### config.mk
export PLATFORM = sky130hd
export DESIGN_NAME = alu_sequencer
export DESIGN_NICKNAME = d
export VERILOG_FILES = /design/src/rtl/alu_sequencer.sv
export SDC_FILE = /design/constraint.sdc
export NUM_CORES = 1
export LEC_CHECK = 0
export ABC_AREA = 1
export ABC_CLOCK_PERIOD_IN_PS = 1550
export CAP_MARGIN = 20
export CORE_UTILIZATION = 46
export DETAILED_ROUTE_END_ITERATION = 10
export GPL_TIMING_DRIVEN = 0
export PLACE_DENSITY = 0.88
export SYNTH_ARGS = -nofsm -noshare
export SYNTH_HDL_FRONTEND = slang
export SYNTH_SLANG_ARGS = --single-unit
export TNS_END_PERCENT = 10
### constraint.sdc
create_clock -name clk -period 1.55 [get_ports clk]
set_input_delay 0.2325 -clock clk [delete_from_list [all_inputs] [get_ports clk]]
set_output_delay 0.2325 -clock clk [all_outputs]
set_load 0.05 [all_outputs]
### src/rtl/alu_sequencer.sv
// rtl/alu_sequencer.sv - operand/opcode entry sequencer around an external sign-magnitude ALU
// Collects A, B and opcode from one shared bus, waits SETTLE cycles, then latches result and flags.
module alu_sequencer #(
  parameter int N      = 6,
  parameter int SETTLE = 2
) (
  input  logic         clk,
  input  logic         rst_n,
  input  logic [N-1:0] data_in,
  input  logic         load,
  input  logic         clr,
  input  logic [N-1:0] alu_out,
  input  logic         alu_Z,
  input  logic         alu_O,
  input  logic         alu_Ca,
  input  logic         alu_Neg,
  output logic [N-1:0] A,
  output logic [N-1:0] B,
  output logic [3:0]   sel,
  output logic [N-1:0] result,
  output logic [3:0]   flags,
  output logic [2:0]   state,
  output logic         done,
  output logic         err
);

  typedef enum logic [2:0] {
    LOAD_A  = 3'd0,
    LOAD_B  = 3'd1,
    LOAD_OP = 3'd2,
    EXEC    = 3'd3,
    SHOW    = 3'd4
  } state_t;

  localparam logic [3:0] LAST_CNT = 4'(SETTLE - 1);
  localparam logic [3:0] MAX_OP   = 4'd9;

  state_t       state_q, state_d;
  logic [3:0]   cnt_q, cnt_d;
  logic [N-1:0] a_d, b_d, result_d;
  logic [3:0]   sel_d, flags_d;
  logic         done_d, err_d;

  assign state = state_q;

  always_comb begin
    state_d  = state_q;
    cnt_d    = cnt_q;
    a_d      = A;
    b_d      = B;
    sel_d    = sel;
    result_d = result;
    flags_d  = flags;
    done_d   = done;
    err_d    = err;
    // clr has priority over everything, including a coincident load
    if (clr) begin
      state_d = LOAD_A;
      cnt_d   = 4'd0;
      done_d  = 1'b0;
      err_d   = 1'b0;
    end else begin
      case (state_q)
        LOAD_A: if (load) begin
          a_d     = data_in;
          done_d  = 1'b0;
          state_d = LOAD_B;
        end
        LOAD_B: if (load) begin
          b_d     = data_in;
          state_d = LOAD_OP;
        end
        LOAD_OP: if (load) begin
          if (data_in[3:0] <= MAX_OP) begin
            sel_d   = data_in[3:0];
            err_d   = 1'b0;
            cnt_d   = 4'd0;
            state_d = EXEC;
          end else begin
            err_d = 1'b1;
          end
        end
        EXEC: begin
          cnt_d = cnt_q + 4'd1;
          if (cnt_q == LAST_CNT) begin
            result_d = alu_out;
            flags_d  = {alu_Neg, alu_Z, alu_O, alu_Ca};
            done_d   = 1'b1;
            state_d  = SHOW;
          end
        end
        SHOW: if (load) begin
          done_d  = 1'b0;
          state_d = LOAD_A;
        end
        default: state_d = LOAD_A;
      endcase
    end
  end

  always_ff @(posedge clk or negedge rst_n) begin
    if (!rst_n) begin
      state_q <= LOAD_A;
      cnt_q   <= 4'd0;
      A       <= '0;
      B       <= '0;
      sel     <= 4'd0;
      result  <= '0;
      flags   <= 4'd0;
      done    <= 1'b0;
      err     <= 1'b0;
    end else begin
      state_q <= state_d;
      cnt_q   <= cnt_d;
      A       <= a_d;
      B       <= b_d;
      sel     <= sel_d;
      result  <= result_d;
      flags   <= flags_d;
      done    <= done_d;
      err     <= err_d;
    end
  end

endmodule

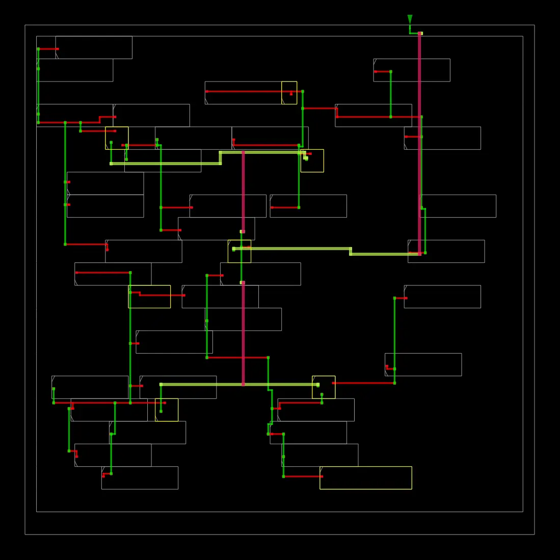
(clock wiring as the flow saved it)
Clock Skew: 5.328 ps
Seq cells: 35
clk_buf instances: 6
CTS Buf Count: 5

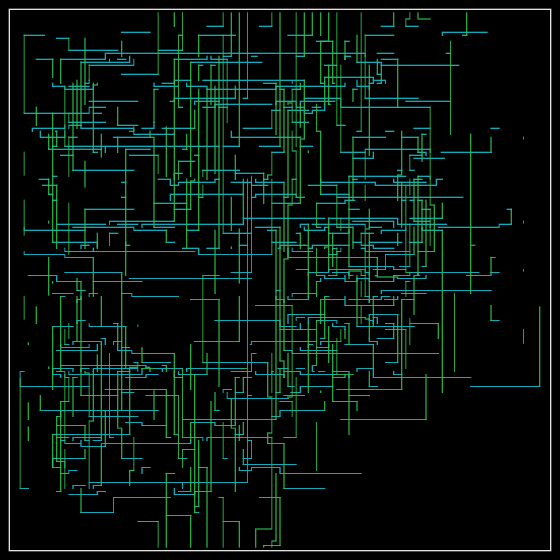
(routed metal, one colour a layer)
Two of the layers only.
[cyan] met1 | wire length: 1,430 µm
[green] met2 | wire length: 1,560 µm
final WL: 3234 µm
Vias: 1,343
Tot GR Track Use: 20.23%
routed len/inst: 11.51 µm

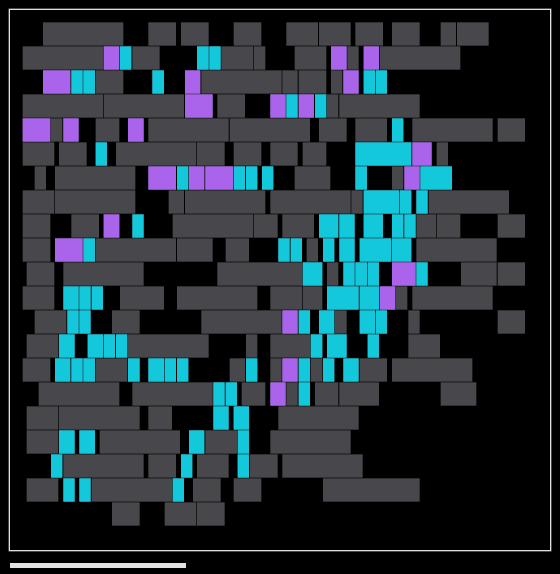
(logic cells by family)
Bar = 20 µm.
[purple] inverting AOI/OAI gates | cells: 24 | most used: o21ai_0
[cyan] NAND gates | cells: 84 | most used: nand2_1
logic share of the area: 28.05%
Post-Layout Cell Count: 281

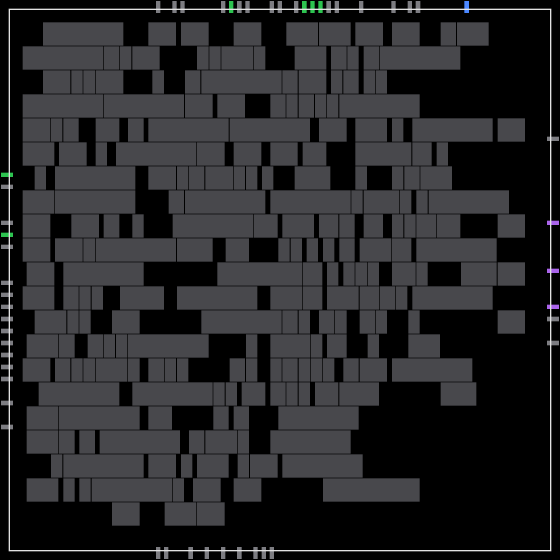
(ports around the boundary)
Pins as bars across the die edge, other pins in grey.
[green] data_in | pins: 6 | direction: input | edge: 4 top, 2 left
[purple] state | pins: 3 | direction: output | edge: right
[blue] rst_n | pins: 1 | direction: input | edge: top
all pins by edge: 20 top, 16 left, 9 bottom, 6 right
Die Height: 61.19 µm
die x size: 61.19 µm
number of port buffers: 50

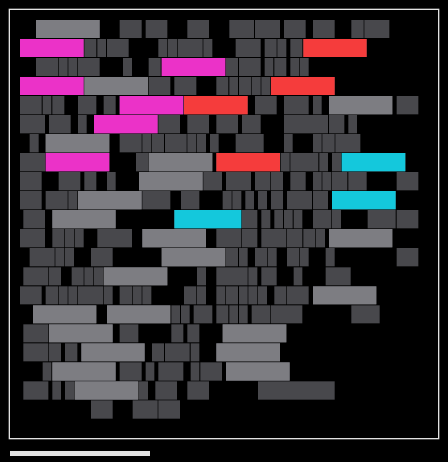
(where the registers sit)
Bar = 20 µm. Other sequential cells in the stronger grey, the rest of the logic in the fainter grey.
[red] sel | flops: 4
[cyan] state | flops: 3
[magenta] A | flops: 6 | where: top left
not coloured: 22
sequential cell area: 877.1 µm²
final core utilization: 66.70%
sequential group power: 1.35 mW
flop share of the area: 39.40%

==> results.yml <==
# flow metrics
final_timing:
  setup_tns_ps: 0
  slew_headroom_pct: 50.66
  finalCriticalPeriod_ps: 1484
  rsz0062_at_grt: "no"
  hold_viol_final: 0
  clock.fmax_ghz: 0.6739
  slew_viol_final: 0
  setup_ws_ps: 66.08
  hold_slack_ps: 441.1
synth:
  edf_count: 0
  top_cells_by_area: "dfrtp_1, nand2_1, nand3_1, o21ai_2, o21ai_0"
  top_logic_kind: "simple AND/OR/NAND/NOR gates"
  compound_area_share_pct: 9.084
  top_area_cell: "dfrtp_1"
  ys_cells: 176
  syn_nets: 198
  yosysMostFrequentCell: "nand2_1"
  syn-cell-area_mm2: 0.001612
  ys_sh_xor_pct: 0.5435
  synth-seq-area-share_pct: 54.35
  yosysTopAreaCellShare_pct: 54.35
  synth_cell_type_count: 25
  synthAdderAreaFrac_pct: 1.553
  simple_gate_share_pct: 27.56
  synth_cells: 176
  muxShareOfSynthArea_pct: 0
  yosysWarnings: 0
  ys_async_sr_fraction_pct: 100.0
  synth_area_per_cell_um2: 9.157
  ys_area_mm2: 0.001612
drt:
  drtIter0Drc: 25
  dr_wl_met2_um: 1562
  route.met3.wl_um: 197
  ant_nets: 0
  via_per_inst: 4.779
  first_pass_iters: 4
  wl_met1_um: 1426
placed_design:
  hpwl_um: 2419
  finalWeightedCongestion: 0.7410
  dpl_worst_slack_ps: -92.66
  placed_cells_incl_taps: 272
  place_area_mm2: 0.002165
finish:
  fin_nets: 256
  logic_area_um2: 624.3
  lay_top_cells: "nand2_1, dfrtp_1, dlygate4sd2_1"
  buffers: 58
  clkCellAreaFrac_pct: 3.879
  final_area_mm2: 0.002226
  buffer_area_share_pct: 23.55
  largest_class: "sequential cells"
  fillers: 279
  inv_count: 15
  lay_top_count: "nand2_1"
  syn2layout_area_growth_pct: 38.12
  comb.multi_input.count: 119
  n_antenna_cell: 0
floorplan:
  taps: 46
  initial_core_util_pct: 48.29
  design.core.area_mm2: 0.003337
  io-pin-count: 51
  rows: 21
grt:
  grt-busiest-layer: "met2"
  use_met3_pct: 7.143
  overflow: 0
  grt_max_degree: 36
  grt_pass1_wl_um: 5409
  grtUsageMet2_pct: 30.75
  grt_pass1_vias: 1195
worst_setup_path:
  critPathCaptureType: "primary output"
  worst_path_max_delay_cell: "dlygate4sd2_1"
  cp.required_ps: 1320
  crit_buf_inv: 1
  cp.arrival_ps: 1250
  critPathLaunchType: "register"
  slowest_delay_ps: 540
  crit_chain: "dlygate4sd2_1"
  cpLargestDelayFamily: "buffers and inverters"
clocking:
  cts-root-buf: "clkbuf_4"
  clkSinkCount: 35
  htreeDepth: 2
  insertion_delay_ps: 340
  cts.clk_slew.worst_paths_ps: 100
  cts_setup_buffers: 0
  cts_buffer_depth: 2
  cts_tree: "built"
  hold_buffers: 1
  post_cts_resized: 34
pwr:
  ir_drop_mv: 1.117
  total_power_mw: 4.139
  leakage_nw: 1.200
  power_density_mw_per_mm2: 1860
status:
  status: "completed"
flow_run:
  drv_cap: 0
worst_hold_path:
  hold_path_class: "in -> reg"
where the power goes:
group | total (mW) | switching [mW] | leakage [nW] | internal (mW)
logic | 2.10 | 1.54 | 0.691 | 0.564
clock network | 0.685 | 0.304 | 0.0482 | 0.381
registers | 1.35 | 0.152 | 0.461 | 1.20
path summary, 6_finish.rpt:
check | depth (start not counted) | to | from | slack (ps)
hold reg to reg | 2 | flags[3] | flags[3] | 480
setup reg to reg | 7 | flags[1] | state[0] | 240
min in group asynchronous | 2 | sel[3] | rst_n | 480
hold / removal | 3 | result[2] | alu_out[2] | 440
setup / recovery | 1 | result[5] | result[5] | 70
max in group asynchronous | 2 | state[2] | rst_n | 550
flip-flops by register name (all words and copies together), names as in the netlist:
signal and count:
A 6, B 6, cnt_q 4, done 1
err 1, flags 4, result 6, sel 4
state 3
No activity file was given, so power comes from the tool's default toggle rates.
